## src/rtl/spi_ram.sv

```systemverilog
// SPI slave-side RAM: decodes 10-bit command words (opcode + address/data)
// into address loads, memory writes and single-cycle-latency reads.
module spi_ram #(
   parameter int MEM_DEPTH = 256,
   parameter int ADDR_SIZE = 8
) (
   input  logic       clk,
   input  logic       rst_n,
   input  logic [9:0] din,
   input  logic       rx_valid,
   output logic [7:0] dout,
   output logic       tx_valid
);

   typedef enum logic [1:0] {
      OP_WR_ADDR = 2'b00,
      OP_WR_DATA = 2'b01,
      OP_RD_ADDR = 2'b10,
      OP_RD_DATA = 2'b11
   } op_e;

   op_e                  op;
   logic [7:0]           mem_q [MEM_DEPTH];
   logic                 mem_we;
   logic [ADDR_SIZE-1:0] wr_addr_q, wr_addr_d;
   logic [ADDR_SIZE-1:0] rd_addr_q, rd_addr_d;
   logic [7:0]           dout_q, dout_d;
   logic                 tx_valid_q, tx_valid_d;

   assign op = op_e'(din[9:8]);

   // NOTE: every variable gets a default before the case, so no path leaves
   // it unassigned and no latch is inferred.
   always_comb begin
      wr_addr_d  = wr_addr_q;
      rd_addr_d  = rd_addr_q;
      dout_d     = dout_q;
      tx_valid_d = 1'b0;
      mem_we     = 1'b0;
      if (rx_valid) begin
         unique case (op)
            OP_WR_ADDR: wr_addr_d = ADDR_SIZE'(din[7:0]);
            OP_WR_DATA: mem_we    = rst_n;
            OP_RD_ADDR: rd_addr_d = ADDR_SIZE'(din[7:0]);
            OP_RD_DATA: begin
               dout_d     = mem_q[rd_addr_q];
               tx_valid_d = 1'b1;
            end
         endcase
      end
   end

   // NOTE: sequential state uses non-blocking assignments so every register
   // samples the pre-edge values of the others.
   always_ff @(posedge clk) begin
      if (!rst_n) begin
         wr_addr_q  <= '0;
         rd_addr_q  <= '0;
         dout_q     <= 8'h00;
         tx_valid_q <= 1'b0;
      end else begin
         wr_addr_q  <= wr_addr_d;
         rd_addr_q  <= rd_addr_d;
         dout_q     <= dout_d;
         tx_valid_q <= tx_valid_d;
      end
   end

   // NOTE: the array has no reset branch, so it maps onto plain RAM and keeps
   // its contents through reset; a write coinciding with reset is suppressed
   // through mem_we instead.
   always_ff @(posedge clk) begin
      if (mem_we) begin
         mem_q[wr_addr_q] <= din[7:0];
      end
   end

   assign dout     = dout_q;
   assign tx_valid = tx_valid_q;

endmodule

```

## config.mk

```make
export PLATFORM = sky130hd
export DESIGN_NAME = spi_ram
export DESIGN_NICKNAME = d
export VERILOG_FILES = /design/src/rtl/spi_ram.sv
export SDC_FILE = /design/constraint.sdc
export NUM_CORES = 2
export LEC_CHECK = 0
export CAP_MARGIN = 20
export CORE_UTILIZATION = 63
export CTS_CLUSTER_SIZE = 10
export DETAILED_ROUTE_END_ITERATION = 7
export PLACE_DENSITY = 0.81
export SETUP_SLACK_MARGIN = 0.15
export SLEW_MARGIN = 25
export SYNTH_ARGS = -nofsm -noshare
export SYNTH_HDL_FRONTEND = slang
export SYNTH_SLANG_ARGS = --single-unit
```

## constraint.sdc

```tcl
create_clock -name clk -period 3.5 [get_ports clk]
set_clock_uncertainty 0.2 [all_clocks]
set_input_delay 0.875 -clock clk [delete_from_list [all_inputs] [get_ports clk]]
set_output_delay 0.875 -clock clk [all_outputs]
set_load 0.03 [all_outputs]
```

### Cells colored by class

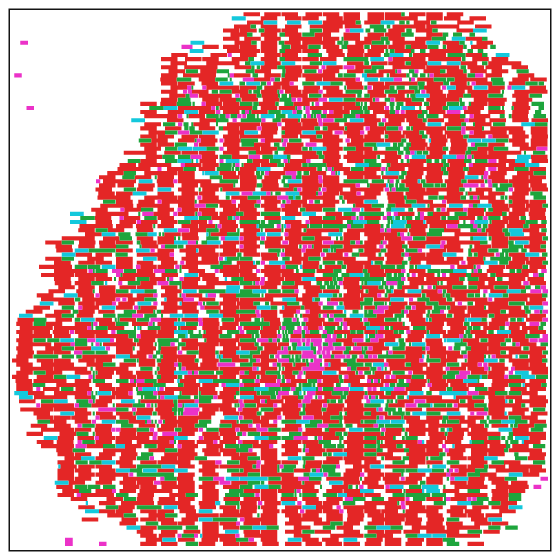
color	class	cells	share of their area
cyan	clock drivers and dummy loads	309	6.8%
green	remaining logic cells	1606	19%
red	registers	2073	68%
magenta	remaining buffers and delay cells	583	5.9%

### Where the registers sit

Bar = 100 um.
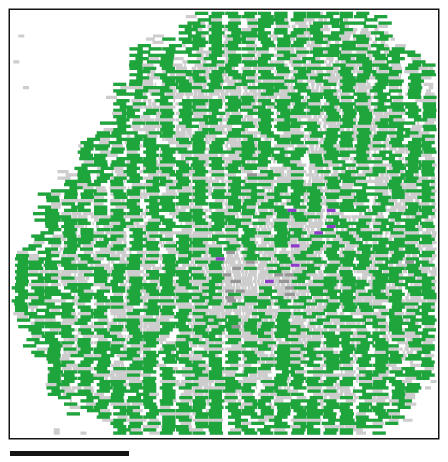
color	netlist name	sequential cells
purple	`dout`	8
green	`mem_q`	2048
not colored	17

==> run summary <==
Antenna Violating Nets Remaining = 0
count of placed standard cells including taps = 5904
static leakage power = 29.2 nW
power per cell area = 540 nW/um2
ratio of final minimum period to clock period = 0.985
die height = 361 um
drt first-iter violations = 8417
pin count of the biggest net entering global routing = 104
synthesized chip area reported by yosys = 81000 um2
MI comb area = 17300 um2
synth unique cells = 63
max-capacitance violation count = 0
post-synthesis net count = 3936
register area share after synthesis = 0.766
post-place instance area = 86400 um2
fraction of met3 tracks used by global routing = 0.103
commonest cells after routing, fill and taps aside = 2048 x sky130_fd_sc_hd__edfxtp_1, 490 x sky130_fd_sc_hd__buf_4, 414 x sky130_fd_sc_hd__mux4_2
met1 capacity usage during global routing = 0.444
core box area = 128000 um2
fraction of the mapped netlist area in adder cells = 0
arrival time of the worst setup path = 4.05 ns
fraction of power consumed by combinational cells = 0.037
highest routing layer actually used = met5
worst-case clock buffer depth = 3
max-slew violation count = 0
clock network power consumption = 0.0211 W
synthesized-area fraction occupied by and/or/nand/nor cells = 0.0310
number of detailed-routing iterations run before antenna repair = 8
CTS H-tree lvls = 4
Worst-Skew Late Latency = 0.87 ns
total via count after detailed routing = 45300
clock group share of total power = 0.419
number of endpoints failing setup at the final stage = 0
layout-stage area growth over the synthesis result = 14.9%
placed wire-length estimate after detailed placement = 128 mm
# rows = 131
Flop+latch power = 0.0273 W
largest driver fanout on the critical path = 51
Setup WS pre-CTS = -0.331 ns
number of synthesized flops with an enable pin = 2048
total power = 0.0502 W
worst hold path type = in -> reg
number of antenna violations at the first check in global routing = 9
busiest metal layer after global routing = met2
unrepaired setup endpoints after global routing = true
warning count from the yosys run = 0
Worst Max-Slew Pin Slew = 1.09 ns
floorplan utilization = 0.635
post-cts hold buffer count = 0
Netlist Area Pre-Place = 81000 um2
Net Sw Frac = 0.210
Biggest consumer = registers
max-slew headroom at the worst pin = 0.271
cells in synth_stat.txt = 3923
internal power contribution = 0.0397 W
area fraction in mux cells = 0.152
power spent charging and discharging nets = 0.0105 W
routed wl met3 = 32.0 mm
dominant kind of combinational cell = multiplexers
proportion of layout cells with a drive suffix above 1 = 0.278
Complex Gates by Area = 0.0292
number of buffers added by the clock tree synthesis step = 226
Async S/R FF share, synth = 0
Cells on Worst Hold Path = 1
per-instance average area after synthesis = 20.6 um2
global-route congestion overflow total = 0
Reg2Reg Setup Slack = 0.05 ns
worst hold slack across all endpoints = 0.168 ns
die width = 361 um
cell count after synthesis = 3923
number of synthesized register bits = 2073
total I/O pin count = 22
required time of the worst setup path = 4.10 ns
Filler cells = 6528
layout net count = 4503
CTS tree = yes
number of cells in the finished layout apart from fillers = 6240
critical path capture point type = register
path depth of the worst reg2reg path = 9
OpenROAD warning count = 33
Routed met2 length = 106 mm
final wirelength = 226 mm
Crit Path Class = reg -> reg
chip area = 130000 um2
number of failing hold endpoints at the final stage = 0
total negative slack = 0 ns
detailed-route wire length per cell = 36.1 um
Max IR drop VDD = 0.649 mV
combinational-cell power consumption = 0.00185 W
top logic cell by instance count in the layout = sky130_fd_sc_hd__edfxtp_1
met1 WL = 72.7 mm
final critical-path setup slack = 0.0530 ns
clock net sink count = 2073
clock period minus worst slack = 3.45 ns
status = complete, no violations
Top FF cell, synth = sky130_fd_sc_hd__edfxtp_1
register clock-pin slew on the reported worst setup and hold paths = 0.06 ns
met2 Resource Use GR = 0.537
portion of total power attributed to sequential cells = 0.544
post-DR vias/cell = 7.26
design area = 93100 um2
Layout Utilization = 0.730
XOR/XNOR share of the synthesized area = 0
placer's final routability congestion estimate = 0.958
root buffer cell = sky130_fd_sc_hd__clkbuf_16
Total GRT Usage = 0.345
area taken by flip-flops and latches = 62000 um2
DRC violations left = 0
crit start category = register
Highest Clock Rate = 290 MHz
number of global-route vias before repair = 45300
first-pass GRT wire length = 318 mm
PortBufs = 21
[final cells by class]
cell class	count	share of cell area
clock buffer	294	0.0641
timing repair buffer	583	0.0581
multi-input combinational	1601	0.186
sequential	2073	0.666
tap	1662	0.0223
clock inverter	15	0.00276
antenna	7	0.000188
inverter	5	0.000255
[synth_stat cells, types with 7 or more instances]
cell type / instances / area share
sky130_fd_sc_hd__o22ai_1: 76 / 0.0059
sky130_fd_sc_hd__nand4_1: 7 / 0.00054
sky130_fd_sc_hd__mux2i_1: 250 / 0.031
sky130_fd_sc_hd__nand3_1: 52 / 0.0032
sky130_fd_sc_hd__buf_1: 7 / 0.00032
sky130_fd_sc_hd__clkbuf_1: 87 / 0.0040
sky130_fd_sc_hd__edfxtp_1: 2048 / 0.76
sky130_fd_sc_hd__buf_4: 27 / 0.0025
sky130_fd_sc_hd__nand2_1: 113 / 0.0052
sky130_fd_sc_hd__mux4_2: 414 / 0.12
sky130_fd_sc_hd__buf_8: 11 / 0.0020
sky130_fd_sc_hd__mux4_1: 16 / 0.0052
sky130_fd_sc_hd__nor4_1: 14 / 0.0011
sky130_fd_sc_hd__o21ai_0: 23 / 0.0014
sky130_fd_sc_hd__nor2b_1: 11 / 0.00085
sky130_fd_sc_hd__dfxtp_1: 25 / 0.0062
sky130_fd_sc_hd__or3_1: 13 / 0.0010
sky130_fd_sc_hd__o221ai_1: 46 / 0.0050
sky130_fd_sc_hd__nor2_1: 320 / 0.015
sky130_fd_sc_hd__buf_6: 34 / 0.0047
sky130_fd_sc_hd__a21oi_1: 42 / 0.0026
sky130_fd_sc_hd__nor3_1: 29 / 0.0018
sky130_fd_sc_hd__and2_1: 11 / 0.00085
sky130_fd_sc_hd__a31oi_1: 13 / 0.0010
sky130_fd_sc_hd__a22oi_1: 40 / 0.0037
sky130_fd_sc_hd__a211oi_1: 15 / 0.0014
sky130_fd_sc_hd__buf_12: 20 / 0.0049
sky130_fd_sc_hd__buf_2: 53 / 0.0033
sky130_fd_sc_hd__a2111oi_0: 26 / 0.0028
[critical path, cell delays in order (launching register included)]
cell and delay (ns):
sky130_fd_sc_hd__dfxtp_4 0.56, sky130_fd_sc_hd__buf_4 0.33, sky130_fd_sc_hd__buf_16 0.31, sky130_fd_sc_hd__mux4_2 0.28, sky130_fd_sc_hd__and2_1 0.22, sky130_fd_sc_hd__a211oi_1 0.10
sky130_fd_sc_hd__a311oi_2 0.50, sky130_fd_sc_hd__o21ai_0 0.21, sky130_fd_sc_hd__or3_1 0.48, sky130_fd_sc_hd__nand3_1 0.14
[state kept, by name (all words and copies together), names as in the netlist]
signal / cells
rd_addr_q: 8
tx_valid: 1
dout: 8
wr_addr_q: 8
mem_q: 2048
[path summary, 6_finish.rpt]
check / from / endpoint
worst max-delay path: rd_addr_q[1] / dout[3]
worst max register to register: rd_addr_q[1] / dout[3]
worst min register to register: dout[1] / dout[1]
worst min-delay path: din[0] / mem_q[205][0]
[what timing repair did]
item | in CTS | in global routing
gates resized | 18 | 22
setup endpoints to repair | 7 | 8
buffers inserted | 3 | 13
gates cloned | 2 | 2
pin swaps | 0 | 0
No activity file was given, so power comes from the tool's default toggle rates.
